## src/rtl/pp_avalon_arbiter.sv

```systemverilog
// Two-requester round-robin arbiter in front of the parallel port's
// Avalon-MM register slave. One transaction is in flight at a time. The
// downstream slave never stalls and returns read data a fixed number of
// cycles after the read strobe.
module pp_avalon_arbiter #(
    parameter int ADDR_W       = 3,
    parameter int DATA_W       = 32,
    parameter int READ_LATENCY = 1
) (
    input  logic              clk,
    input  logic              reset,

    input  logic [ADDR_W-1:0] m0_address,
    input  logic              m0_read,
    input  logic              m0_write,
    input  logic [DATA_W-1:0] m0_writedata,
    output logic [DATA_W-1:0] m0_readdata,
    output logic              m0_waitrequest,

    input  logic [ADDR_W-1:0] m1_address,
    input  logic              m1_read,
    input  logic              m1_write,
    input  logic [DATA_W-1:0] m1_writedata,
    output logic [DATA_W-1:0] m1_readdata,
    output logic              m1_waitrequest,

    output logic              s_chipselect,
    output logic [ADDR_W-1:0] s_address,
    output logic              s_read,
    output logic              s_write,
    output logic [DATA_W-1:0] s_writedata,
    input  logic [DATA_W-1:0] s_readdata,

    output logic              busy,
    output logic              owner
);

    typedef enum logic [1:0] {
        IDLE,
        ISSUE,
        WAIT,
        DONE
    } state_t;

    // Counter value seen in the last WAIT cycle, i.e. the cycle in which
    // s_readdata is valid (READ_LATENCY cycles after the ISSUE cycle).
    localparam logic [2:0] LAST_CNT = 3'(READ_LATENCY - 1);

    state_t            state;
    logic              rr_last;
    logic              op_write;
    logic [2:0]        lat_cnt;

    logic              req0;
    logic              req1;
    logic              grant;
    logic              grant_write;
    logic [ADDR_W-1:0] grant_addr;
    logic [DATA_W-1:0] grant_wdata;

    // Request decode and round-robin choice used when the FSM is idle;
    // a read+write request counts as a write.
    always_comb begin
        req0 = m0_read | m0_write;
        req1 = m1_read | m1_write;
        grant = 1'b0;
        if (req0 && req1) begin
            grant = ~rr_last;
        end else if (req1) begin
            grant = 1'b1;
        end
        grant_write = grant ? m1_write     : m0_write;
        grant_addr  = grant ? m1_address   : m0_address;
        grant_wdata = grant ? m1_writedata : m0_writedata;
    end

    // Transaction FSM; every output is a register so nothing from mX_* reaches s_* combinationally.
    always_ff @(posedge clk) begin
        if (reset) begin
            state          <= IDLE;
            busy           <= 1'b0;
            owner          <= 1'b0;
            rr_last        <= 1'b1;
            op_write       <= 1'b0;
            lat_cnt        <= '0;
            s_chipselect   <= 1'b0;
            s_read         <= 1'b0;
            s_write        <= 1'b0;
            s_address      <= '0;
            s_writedata    <= '0;
            m0_readdata    <= '0;
            m1_readdata    <= '0;
            m0_waitrequest <= 1'b1;
            m1_waitrequest <= 1'b1;
        end else begin
            // Strobes and the waitrequest release are single-cycle pulses.
            s_chipselect   <= 1'b0;
            s_read         <= 1'b0;
            s_write        <= 1'b0;
            m0_waitrequest <= 1'b1;
            m1_waitrequest <= 1'b1;

            case (state)
                IDLE: begin
                    if (req0 || req1) begin
                        state        <= ISSUE;
                        busy         <= 1'b1;
                        owner        <= grant;
                        rr_last      <= grant;
                        op_write     <= grant_write;
                        s_address    <= grant_addr;
                        s_writedata  <= grant_wdata;
                        s_chipselect <= 1'b1;
                        s_read       <= ~grant_write;
                        s_write      <= grant_write;
                    end
                end

                ISSUE: begin
                    if (op_write) begin
                        state <= DONE;
                        if (owner) begin
                            m1_waitrequest <= 1'b0;
                        end else begin
                            m0_waitrequest <= 1'b0;
                        end
                    end else begin
                        state   <= WAIT;
                        lat_cnt <= '0;
                    end
                end

                WAIT: begin
                    if (lat_cnt == LAST_CNT) begin
                        state <= DONE;
                        if (owner) begin
                            m1_readdata    <= s_readdata;
                            m1_waitrequest <= 1'b0;
                        end else begin
                            m0_readdata    <= s_readdata;
                            m0_waitrequest <= 1'b0;
                        end
                    end else begin
                        lat_cnt <= lat_cnt + 3'd1;
                    end
                end

                DONE: begin
                    state <= IDLE;
                    busy  <= 1'b0;
                end

                default: begin
                    state <= IDLE;
                    busy  <= 1'b0;
                end
            endcase
        end
    end

endmodule
```

## config.mk

```make
export PLATFORM = sky130hd
export DESIGN_NAME = pp_avalon_arbiter
export DESIGN_NICKNAME = d
export VERILOG_FILES = /design/src/rtl/pp_avalon_arbiter.sv
export SDC_FILE = /design/constraint.sdc
export NUM_CORES = 1
export LEC_CHECK = 0
export CORE_MARGIN = 4
export CORE_UTILIZATION = 37
export DETAILED_ROUTE_END_ITERATION = 12
export GPL_ROUTABILITY_DRIVEN = 0
export GPL_TIMING_DRIVEN = 0
export PLACE_DENSITY = 0.77
export SETUP_SLACK_MARGIN = 0.15
export SLEW_MARGIN = 15
export SYNTH_ARGS = -nofsm -noshare
export SYNTH_HDL_FRONTEND = slang
export SYNTH_SLANG_ARGS = --single-unit
```

## constraint.sdc

```tcl
create_clock -name clk -period 1.8 [get_ports clk]
set_input_delay 0.36 -clock clk [delete_from_list [all_inputs] [get_ports clk]]
set_output_delay 0.36 -clock clk [all_outputs]
set_load 0.01 [all_outputs]
```

Clock routing:
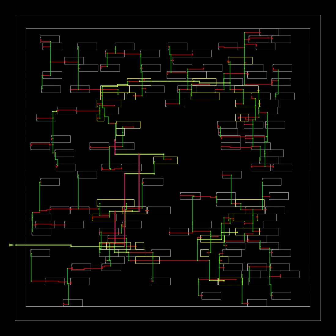
total clock buffers created by CTS: 17
clock skew after layout: 0.0115 ns
flip-flops: 113
power attributed to the clock group: 0.00356 W

Clock network drawn from the DEF:
The bar under the picture is 20 um long.
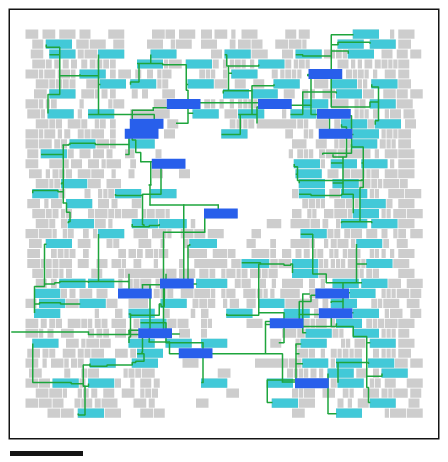
- clock wires: green (length 1410 um)
- clock drivers: blue (count 17)
- flip-flops: cyan (count 113)
- flops lie: all over the die
- routed clock nets: 18

Sequential cells colored by netlist name:
Other sequential cells in the stronger gray, the rest of the logic in the fainter gray.
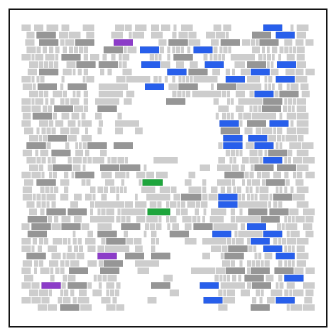
- `s_address`: purple (placed flops 3)
- `state`: green (placed flops 2)
- `m0_readdata`: blue (placed flops 32)
- not colored: 76

Pin map:
Pins as bars across the die edge, other pins in gray.
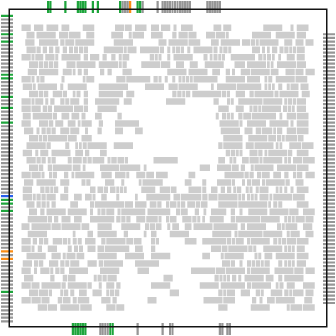
- `m0_address`: orange (pins 3; direction input; edge 2 left, 1 top)
- `s_writedata`: green (pins 32; direction output; edge 12 left, 12 top, 8 bottom)
- `m0_write`: blue (pins 1; direction input; edge left)
Die Y: 117 um
Buffers on Ports: 213

Routed metal, one color a layer:
The bar under the picture is 20 um long.
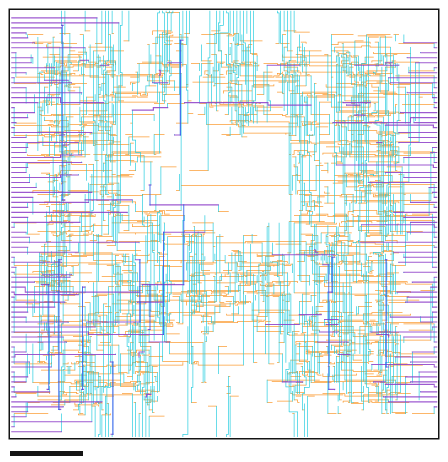
- metal 1: orange (wire length 5960 um)
- metal 2: cyan (wire length 8070 um)
- metal 3: purple (wire length 1770 um)
- metal 4: blue (wire length 348 um)

==> summary.rpt <==
==============================================================================
Combinational share of power ....................................        37.7%
Count of inserted antenna diode cells ...........................            0
Top contributor to total power .................................. combinational cells
Top cell excl fill/tap .......................................... sky130_fd_sc_hd__nand2_1
Type of the setup path with the least slack .....................    in -> reg
Combinational power .............................................    0.00428 W
Nets in the synthesized netlist .................................          673
Switching Share .................................................        34.4%
End of the worst register-to-register path ...................... m0_readdata[18]
Clock latency reported for the late side of the worst-skew pair .      0.41 ns
Metal1 wirelength ...............................................      5960 um
Grt total ovfl ..................................................            0
Cell Area, Placed ...............................................    6690 um^2
Top comb family, area ........................................... AND-OR/OR-AND gates
Beginning of the critical path ..................................        reset
Final Worst Setup Slack .........................................     0.165 ns
Combined area of all synthesized cells ..........................    4370 um^2
Non-clock inverter total of the final layout ....................            8
Number of warnings in the stage logs ............................           34
Clock buf/inv share .............................................        8.27%
Final standard cell area without fillers ........................    7640 um^2
CP delay by family, top ......................................... buffers and inverters
Period utilisation layout .......................................        90.8%
N_taps ..........................................................          143
Most area-hungry cell class in the final design ................. non-clock buffers
Crit-path most repeated cell .................................... sky130_fd_sc_hd__clkbuf_1
Registers with the highest flip-flop counts ..................... m0_readdata (32), m1_readdata (32), s_writedata (32)
Worst path arrival time .........................................      1.97 ns
GRT met1 Usage ..................................................        23.3%
CTS tree ........................................................          yes
YS warnings .....................................................            0
Worst relative slew slack .......................................        62.9%
Met3 GRT Util ...................................................        10.3%
Std cell rows ...................................................           39
TritonCTS Sinks .................................................          113
Seq share, synth ................................................        51.7%
Top flip-flop cell by instance count after synthesis ............ sky130_fd_sc_hd__dfxtp_1
Wire length after detailed routing ..............................     16200 um
Worst Hold Path Cells ...........................................            2
Post-synth top cells ............................................ sky130_fd_sc_hd__nand2_1, sky130_fd_sc_hd__a21oi_1, sky130_fd_sc_hd__dfxtp_1
WL/cell .........................................................      16.9 um
Combined area of the multi-input logic cells ....................    1990 um^2
Cell area power density ......................................... 1490 nW/um^2
Max Cap Viol ....................................................            0
Number of global-route vias before repair .......................         5010
Post-CTS Setup Inserts ..........................................            5
Mean instance size in the synthesized netlist ...................    7.84 um^2
Filler cell count in the final layout ...........................          958
Met2 track utilization from global routing ......................        39.9%
Unrepaired setup endpoints after global routing .................          yes
Minimum clock period after layout ...............................      1.63 ns
Post-synthesis compound-gate area fraction ......................        22.5%
Clock-pin slew on the worst setup and hold paths ................      0.06 ns
Run status ...................................................... finished, final reports clean
Starting density of the core ....................................        38.0%
Cell Chain, Critical Path ....................................... clkdlybuf4s50_1, inv_1, clkbuf_1, clkbuf_1, o21ai_1, a21oi_1
Nature of the critical path startpoint ..........................    input pin
Critical path buffers and inverters .............................            4
Gr busiest metal ................................................         met2
Fraction of registers with async set or reset after synthesis ...           0%
Registers, synthesis ............................................          113
Register area ...................................................    2270 um^2
Instance count on the critical path .............................            6
Flop share of the area ..........................................        29.7%
Area fraction in and, or, nand and nor cells ....................        18.0%
Cell count listed in synth_stat.txt .............................          558
Setup TNS Final .................................................         0 ns
Sequential power ................................................    0.00351 W
Top cells by area in the synthesized netlist .................... sky130_fd_sc_hd__dfxtp_1, sky130_fd_sc_hd__a21oi_1, sky130_fd_sc_hd__nand2_1
Hold Buf Count CTS ..............................................            0
Post-DR vias/cell ...............................................         5.14
Post-route non-filler standard cell count .......................          956
==============================================================================
Power and IR drop assume default switching activity.
